==> config.mk <==
export PLATFORM = sky130hd
export DESIGN_NAME = pipeline_hazard_ctrl
export DESIGN_NICKNAME = d
export VERILOG_FILES = /design/src/rtl/pipeline_hazard_ctrl.sv
export SDC_FILE = /design/constraint.sdc
export NUM_CORES = 1
export LEC_CHECK = 0
export CAP_MARGIN = 20
export CORE_MARGIN = 4
export CORE_UTILIZATION = 26
export CTS_CLUSTER_SIZE = 16
export DETAILED_ROUTE_END_ITERATION = 8
export PLACE_DENSITY = 0.82
export REMOVE_ABC_BUFFERS = 1
export SLEW_MARGIN = 20
export SYNTH_ARGS = -nofsm -noshare
export SYNTH_HDL_FRONTEND = slang
export SYNTH_SLANG_ARGS = --single-unit
==> constraint.sdc <==
create_clock -name CLK -period 3.3 [get_ports CLK]
set_input_delay 0.99 -clock CLK [delete_from_list [all_inputs] [get_ports CLK]]
set_output_delay 0.99 -clock CLK [all_outputs]
set_load 0.02 [all_outputs]
==> src/rtl/pipeline_hazard_ctrl.sv <==
// Stall/flush controller for the five-stage pipeline latches and PC.
// Define HAZARD_PERF_CNT_EN to build the stall and squash counters.
module pipeline_hazard_ctrl #(
    parameter int REGADDR_W = 5,
    parameter int CNT_W     = 32
) (
    input  logic                 CLK,
    input  logic                 RST,
    input  logic                 ihit,
    input  logic                 dhit,
    input  logic [REGADDR_W-1:0] id_rs,
    input  logic [REGADDR_W-1:0] id_rt,
    input  logic                 id_uses_rt,
    input  logic                 ex_dREN,
    input  logic [REGADDR_W-1:0] ex_wsel,
    input  logic                 ex_redirect,
    input  logic                 mem_dREN,
    input  logic                 mem_dWEN,
    input  logic                 wb_halt,
    output logic                 pc_en,
    output logic                 ifid_en,
    output logic                 idex_en,
    output logic                 exmem_en,
    output logic                 memwb_en,
    output logic                 ifid_flush,
    output logic                 idex_flush,
    output logic                 exmem_flush,
    output logic                 halted,
    output logic [CNT_W-1:0]     stall_cycles,
    output logic [CNT_W-1:0]     flush_count
);

    typedef enum logic [1:0] {
        RUN,
        DWAIT,
        HALT
    } state_t;

    state_t state_q, state_d;
    logic   memwait;
    logic   loaduse;

    assign memwait = (mem_dREN | mem_dWEN) & ~dhit;
    assign loaduse = ex_dREN & (ex_wsel != '0) &
                     ((ex_wsel == id_rs) |
                      (id_uses_rt & (ex_wsel == id_rt)));

    always_comb begin
        state_d     = RUN;
        pc_en       = 1'b1;
        ifid_en     = 1'b1;
        idex_en     = 1'b1;
        exmem_en    = 1'b1;
        memwb_en    = 1'b1;
        ifid_flush  = 1'b0;
        idex_flush  = 1'b0;
        exmem_flush = 1'b0;
        if (RST) begin
            pc_en       = 1'b0;
            ifid_en     = 1'b0;
            idex_en     = 1'b0;
            exmem_en    = 1'b0;
            memwb_en    = 1'b0;
            ifid_flush  = 1'b1;
            idex_flush  = 1'b1;
            exmem_flush = 1'b1;
        end else if (state_q == HALT) begin
            state_d  = HALT;
            pc_en    = 1'b0;
            ifid_en  = 1'b0;
            idex_en  = 1'b0;
            exmem_en = 1'b0;
            memwb_en = 1'b0;
        end else if (wb_halt) begin
            state_d  = HALT;
            pc_en    = 1'b0;
            ifid_en  = 1'b0;
            idex_en  = 1'b0;
            exmem_en = 1'b0;
            memwb_en = 1'b0;
        end else if (memwait) begin
            state_d  = DWAIT;
            pc_en    = 1'b0;
            ifid_en  = 1'b0;
            idex_en  = 1'b0;
            exmem_en = 1'b0;
            memwb_en = 1'b0;
        end else if (ex_redirect) begin
            ifid_en    = 1'b0;
            idex_en    = 1'b0;
            ifid_flush = 1'b1;
            idex_flush = 1'b1;
        end else if (loaduse) begin
            pc_en      = 1'b0;
            ifid_en    = 1'b0;
            idex_en    = 1'b0;
            idex_flush = 1'b1;
        end else if (!ihit) begin
            pc_en      = 1'b0;
            ifid_en    = 1'b0;
            ifid_flush = 1'b1;
        end
    end

    always_ff @(posedge CLK) begin
        if (RST) begin
            state_q <= RUN;
        end else begin
            state_q <= state_d;
        end
    end

    assign halted = (state_q == HALT);

`ifdef HAZARD_PERF_CNT_EN
    localparam logic [CNT_W-1:0] CNT_ONE = {{(CNT_W-1){1'b0}}, 1'b1};

    logic [CNT_W-1:0] stall_cycles_q, stall_cycles_d;
    logic [CNT_W-1:0] flush_count_q, flush_count_d;
    logic             redir_cyc;

    assign redir_cyc = (state_q != HALT) & ~wb_halt & ~memwait & ex_redirect;

    always_comb begin
        stall_cycles_d = stall_cycles_q;
        flush_count_d  = flush_count_q;
        if (state_q != HALT) begin
            if (!pc_en && (stall_cycles_q != '1)) begin
                stall_cycles_d = stall_cycles_q + CNT_ONE;
            end
            if (redir_cyc && (flush_count_q != '1)) begin
                flush_count_d = flush_count_q + CNT_ONE;
            end
        end
    end

    always_ff @(posedge CLK) begin
        if (RST) begin
            stall_cycles_q <= '0;
            flush_count_q  <= '0;
        end else begin
            stall_cycles_q <= stall_cycles_d;
            flush_count_q  <= flush_count_d;
        end
    end

    assign stall_cycles = stall_cycles_q;
    assign flush_count  = flush_count_q;
`else
    assign stall_cycles = '0;
    assign flush_count  = '0;
`endif

endmodule
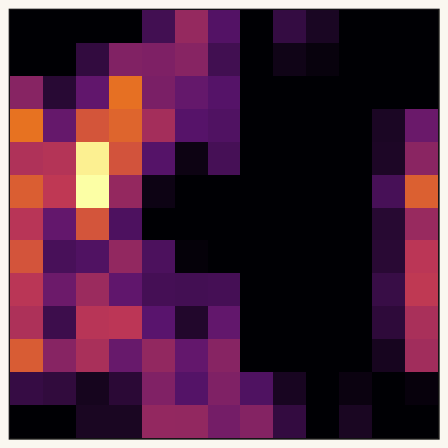
*Wire density map*
The die is cut into 13 by 13 equal tiles; black is low, pale yellow is high, scaled to the fullest tile. Values are wire area over tile area, all layers added.
8.3% of the tiles are over half the peak. The densest ninth of the die: middle left. 40% of the tiles are nearly empty. The emptiest ninth of the die: upper right.

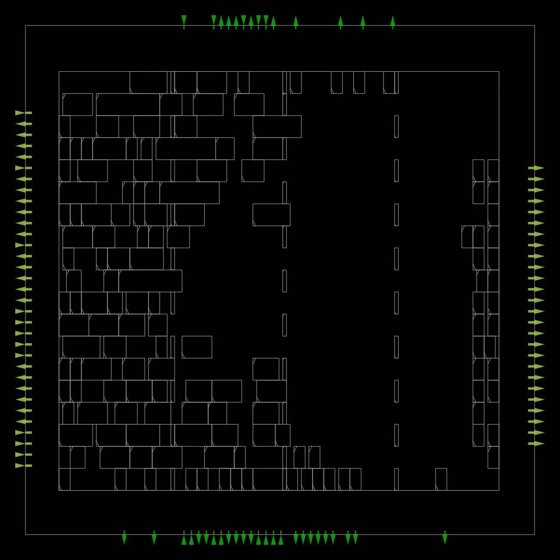
*Cell placement*
tap cell instance count: 31
area inside the core boundary: 0.00281 sq mm

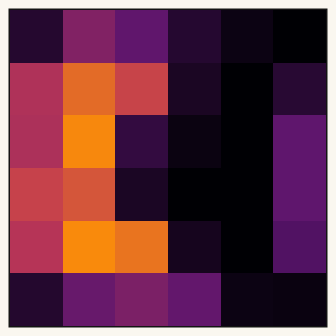
*Placement density heat map*
The die is cut into 6 by 6 equal tiles; black is low, pale yellow is high, 0 to 100% covered.
The fullest tile reaches 74%. The emptiest ninth of the die: upper right. The mean over all tiles is 25%. The densest ninth of the die: middle left. 17% of the tiles are nearly empty.

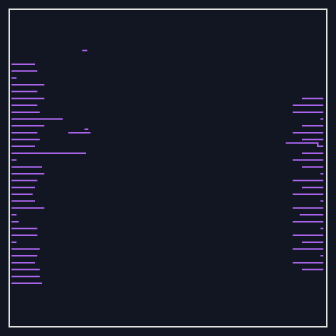
*Met3 routing*
61 nets have wire on it. The longest straight run is 14.5 microns. The wires run mostly horizontal.

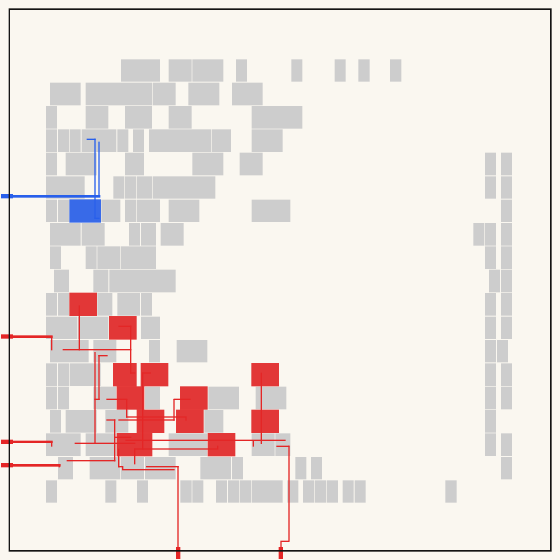
*Port wiring*
Key: `ex_wsel` = red [bits 5, direction input, end cells 12, wire 180 microns]; `idex_flush` = blue [bits 1, direction output, end cells 1, wire 26.7 microns]

==> notes.md <==
Here are the numbers from the latest Yosys + OpenROAD run.

The number of primary I/O pins is 98. Dividing the synthesized area by the synthesized cell count gives 7.37 sq um. The data required time reported for the critical path is roughly 2.3 ns. The instance count on the critical path came out at 6. For reference, the top cells by count after synthesis are 66 x sky130_fd_sc_hd__buf_4, 10 x sky130_fd_sc_hd__xnor2_1, 4 x sky130_fd_sc_hd__nand2_1. The worst setup margin is -0.0842 ns. The number of nets with antenna violations after routing came out at 0. The number of antenna violations at the first check in global routing is 0. OpenSTA lists the critical path startpoint as ex_wsel[4].

The most critical setup path has its endpoint at idex_flush. The first-pass GRT wire length is between 2000 and 2500 microns. The synthesis report lists the most area-consuming cells as sky130_fd_sc_hd__buf_4 63%, sky130_fd_sc_hd__xnor2_1 11%, sky130_fd_sc_hd__dfxtp_1 5.1%, sky130_fd_sc_hd__nand2_1 1.9%, sky130_fd_sc_hd__a31oi_1 1.6%.

The power report puts the leakage power at ~0.00055 uW. The number of setup violations in the final report is 2. The worst register-to-register path begins at state_q[1].

sky130_fd_sc_hd__buf_4 takes more of the synthesized area than any other cell. The per-cell via count in the routed design came out at 3.48. The pre-CTS worst setup slack came out at -0.836 ns.

The number of remaining DRC errors came out at 0. The number of synthesized register bits came out at 2. Per the run summary, max-cap violations total 0. In this run the post-CTS setup repair buffer count came out at 1. The area fraction of clock buffers and clock inverters is 0.0219. The flow ran to the end, but the final reports show violations.

The final core area utilization is 0.366. The most popular library cell in the synthesized design by count is sky130_fd_sc_hd__buf_4. The worst setup path is launched from an input port.

The layout overhead on the synthesized area came out at 31.6%. The sequential cell area is 40.0 sq um. The final reports fail on negative setup slack.
worst min path at each step:
stage / to / start / slack (ns) / depth (start not counted)
6_report: state_q[1] / state_q[0] / 0.60 / 3
5_1_grt: state_q[1] / state_q[0] / 0.69 / 3
4_1_cts: state_q[1] / state_q[0] / 0.60 / 3
3_5_place_dp: state_q[1] / state_q[0] / 0.56 / 3
3_3_place_gp: state_q[1] / state_q[0] / 0.54 / 3
2_1_floorplan: state_q[1] / state_q[0] / 0.60 / 3
routing by layer:
| layer | wire, microns | vias up | track usage |
|---|---|---|---|
| li1 | - | 299 | - |
| met1 | 469 | 263 | 0.0632 |
| met2 | 823 | 63 | 0.126 |
| met3 | 274 | 2 | 0.0180 |
| met4 | 15 | 0 | 0.0331 |
| met5 | 0 | - | 0 |
No activity file was given, so power comes from the tool's default toggle rates.
